## src/rtl/divuint_seq.sv

```systemverilog
// Iterative unsigned restoring divider (one quotient bit per clock, MSB first)
// with an operand/result handshake, or an auto mode that recomputes only when the operands change.
module divuint_seq #(
  parameter int unsigned WIDTH     = 10,
  parameter bit          AUTO_MODE = 1'b0
) (
  input  logic             clk,
  input  logic             rst,
  input  logic             in_valid,
  output logic             in_ready,
  input  logic [WIDTH-1:0] dividend,
  input  logic [WIDTH-1:0] divisor,
  output logic             out_valid,
  input  logic             out_ready,
  output logic [WIDTH-1:0] quotient,
  output logic [WIDTH-1:0] remainder,
  output logic             dbz,
  output logic             busy
);

  localparam int unsigned CW = (WIDTH > 1) ? $clog2(WIDTH) : 1;
  localparam logic [CW-1:0] LAST_STEP = CW'(WIDTH - 1);

  typedef enum logic [1:0] {
    S_IDLE,
    S_CALC,
    S_DONE
  } state_t;

  state_t           r_state;
  state_t           w_state_next;

  // r_a holds the dividend. Each step shifts one dividend bit out of the top
  // and one quotient bit in at the bottom, so after WIDTH steps it holds the quotient.
  logic [WIDTH-1:0] r_a;
  logic [WIDTH-1:0] r_b;
  logic [WIDTH-1:0] r_prem;
  logic [CW-1:0]    r_cnt;
  logic [WIDTH-1:0] r_quot;
  logic [WIDTH-1:0] r_rem;
  logic             r_dbz;
  logic             r_first;
  logic [WIDTH-1:0] r_last_a;
  logic [WIDTH-1:0] r_last_b;

  logic             w_start;
  logic             w_div_zero;
  logic [WIDTH:0]   w_shift;
  logic [WIDTH-1:0] w_diff;
  logic             w_qbit;
  logic [WIDTH-1:0] w_prem_next;
  logic [WIDTH-1:0] w_a_next;

  assign in_ready   = (r_state == S_IDLE) && (AUTO_MODE == 1'b0);
  assign busy       = (r_state == S_CALC);
  assign out_valid  = (r_state == S_DONE);
  assign quotient   = r_quot;
  assign remainder  = r_rem;
  assign dbz        = r_dbz;
  assign w_div_zero = (divisor == '0);

  generate
    if (AUTO_MODE) begin : g_auto_start
      assign w_start = (r_state == S_IDLE) &&
                       (r_first || (dividend != r_last_a) || (divisor != r_last_b));
    end else begin : g_hs_start
      assign w_start = in_valid && in_ready;
    end
  endgenerate

  // One restoring step. The partial remainder stays below the divisor, so the shifted
  // value fits in WIDTH+1 bits. A successful trial difference always fits in WIDTH bits.
  assign w_shift     = {r_prem, r_a[WIDTH-1]};
  assign w_qbit      = (w_shift >= {1'b0, r_b});
  assign w_diff      = w_shift[WIDTH-1:0] - r_b;
  assign w_prem_next = w_qbit ? w_diff : w_shift[WIDTH-1:0];
  assign w_a_next    = {r_a[WIDTH-2:0], w_qbit};

  always_ff @(posedge clk) begin
    if (rst) begin
      r_state <= S_IDLE;
    end else begin
      r_state <= w_state_next;
    end
  end

  // NOTE: every output of a combinational block gets a default first, so no path
  // leaves it unassigned and infers a latch.
  always_comb begin
    w_state_next = r_state;
    unique case (r_state)
      S_IDLE: begin
        if (w_start) begin
          w_state_next = w_div_zero ? S_DONE : S_CALC;
        end
      end
      S_CALC: begin
        if (r_cnt == LAST_STEP) begin
          w_state_next = S_DONE;
        end
      end
      S_DONE: begin
        if (AUTO_MODE || out_ready) begin
          w_state_next = S_IDLE;
        end
      end
      default: w_state_next = S_IDLE;
    endcase
  end

  // NOTE: sequential state uses non-blocking assignments only. Every register samples
  // the values from before the edge, whatever order the statements appear in.
  always_ff @(posedge clk) begin
    if (rst) begin
      r_a      <= '0;
      r_b      <= '0;
      r_prem   <= '0;
      r_cnt    <= '0;
      r_quot   <= '0;
      r_rem    <= '0;
      r_dbz    <= 1'b0;
      r_first  <= 1'b1;
      r_last_a <= '0;
      r_last_b <= '0;
    end else if (w_start) begin
      r_a     <= dividend;
      r_b     <= divisor;
      r_first <= 1'b0;
      if (AUTO_MODE) begin
        r_last_a <= dividend;
        r_last_b <= divisor;
      end
      if (w_div_zero) begin
        r_quot <= '0;
        r_rem  <= dividend;
        r_dbz  <= 1'b1;
      end else begin
        r_cnt  <= '0;
        r_prem <= '0;
      end
    end else if (r_state == S_CALC) begin
      r_a    <= w_a_next;
      r_prem <= w_prem_next;
      r_cnt  <= r_cnt + 1'b1;
      // Visible results change only on entry to DONE, so the previous result holds during CALC.
      if (r_cnt == LAST_STEP) begin
        r_quot <= w_a_next;
        r_rem  <= w_prem_next;
        r_dbz  <= 1'b0;
      end
    end
  end

endmodule
```

## config.mk

```make
export PLATFORM = sky130hd
export DESIGN_NAME = divuint_seq
export DESIGN_NICKNAME = d
export VERILOG_FILES = /design/src/rtl/divuint_seq.sv
export SDC_FILE = /design/constraint.sdc
export NUM_CORES = 1
export LEC_CHECK = 0
export ABC_AREA = 1
export ABC_CLOCK_PERIOD_IN_PS = 1700
export CAP_MARGIN = 20
export CORE_ASPECT_RATIO = 0.6
export CORE_MARGIN = 3
export CORE_UTILIZATION = 50
export CTS_BUF_LIST = sky130_fd_sc_hd__clkbuf_8
export CTS_CLUSTER_SIZE = 20
export DETAILED_ROUTE_END_ITERATION = 7
export GPL_ROUTABILITY_DRIVEN = 0
export PLACE_DENSITY = 0.79
export SKIP_LAST_GASP = 1
export SLEW_MARGIN = 10
export SYNTH_ARGS = -nofsm -noshare
export SYNTH_HDL_FRONTEND = slang
export SYNTH_SLANG_ARGS = --single-unit
```

## constraint.sdc

```tcl
create_clock -name clk -period 1.7 [get_ports clk]
set_input_delay 0.255 -clock clk [delete_from_list [all_inputs] [get_ports clk]]
set_output_delay 0.255 -clock clk [all_outputs]
set_load 0.1 [all_outputs]
```

==> metrics.log <==
[flow] summary of implementation run
INFO  metric status = finished with violations
INFO  metric violated_checks = setup timing
INFO  metric power.share.switching = 45.7%
INFO  metric setup_violations = 25
INFO  metric postLayoutSetupSlackWorst = -337 ps
INFO  metric wirelength_met1 = 4670 um
INFO  metric area_growth = 61.5%
INFO  metric sh_comb_area = 39.8%
INFO  metric combinationalPower = 4.80 mW
INFO  metric final_max_slew_viol_count = 0
INFO  metric maxCapViolCount = 0
INFO  metric ys_seq_elements = 57
INFO  metric detail_route.vias_per_cell = 6.41
INFO  metric p_switching = 3.66 mW
INFO  metric tap_cells = 77
INFO  metric largest_class = combinational gates
INFO  metric top_cell_area_share = 39.0%
INFO  metric signal_buffer_area_fraction = 25.0%
INFO  metric htreeDepth = 3
INFO  metric synthesis.area_per_instance = 7.14 sq um
INFO  metric firstDrtPassIters = 6
INFO  metric post_synth_num_cell_types = 30
INFO  metric layout.comb_gates.multi_input = 287
INFO  metric num-nonclk-buffers = 101
INFO  metric layout_top_cell_excl_fill_tap = nand2_1
INFO  metric worstSetupStartpoint = r_b[3]$_SDFFE_PP0P_
INFO  metric pre_cts_ws = -269 ps
INFO  metric core_region_area = 0.00536 sq mm
INFO  metric met1_usage = 38.7%
INFO  metric cts.repair_timing.setup_buffer_count = 1
INFO  metric timing.hold.worst_endpoint = r_b[8]$_SDFFE_PP0P_
INFO  metric ff2ff_setup_slack = -340 ps
INFO  metric clock_power = 1.52 mW
INFO  metric ant_nets = 0
INFO  metric path_cells = inv_1 > ha_4 > buf_4 > nand2_1 > nand2_1 > nor2_2 > inv_2 > nand2_2 > nand3_1 > nand2_1 > nand2_1 > nand2_2 > nand3_2 > a21oi_2
INFO  metric final_layout_top_logic_cells = 65 x nand2_1, 49 x dfxtp_1, 45 x a21oi_1, 45 x buf_4, 30 x inv_1
INFO  metric ys_area = 0.00293 sq mm
INFO  metric timing.hold.worst.class = reg -> reg
INFO  metric maxClockFrequency = 491 MHz
INFO  metric post_synth_ao_oa_area_fraction = 21.5%
INFO  metric timing.critical_path.from_type = register
INFO  metric cp_slowest_cell = dfxtp_1
**Supply network**

Bar = 20 um. Pins as bars on the die edge. Tap cells in grey.
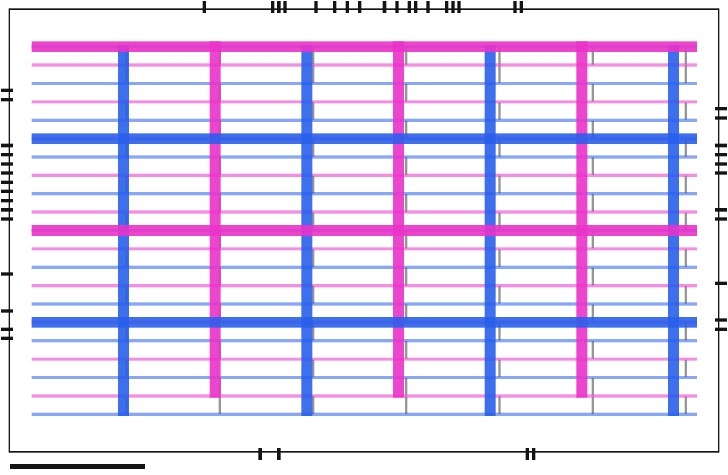
- VSS: blue
- VDD: magenta
- met5 straps: 4
- signal pins: 48
- tap cells: 77

**Signal metal coverage by tile**

The die is cut into 21 by 13 equal tiles; dark blue is low, red is high, scaled to the fullest tile. Values are wire area over tile area, all layers added.
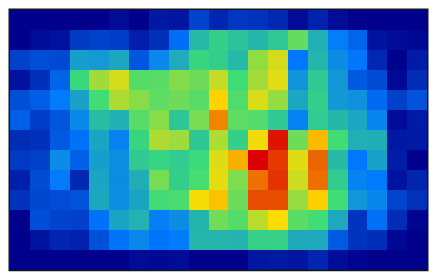
- nearly empty tiles: 13%
- densest ninth of the die: middle
- tiles over half the peak: 25%
overall routed net length: 12500 um
total track usage: 30.6%
per-cell routed wire length: 21.4 um
total vias in the final route: 3749

Power and IR drop assume default switching activity.
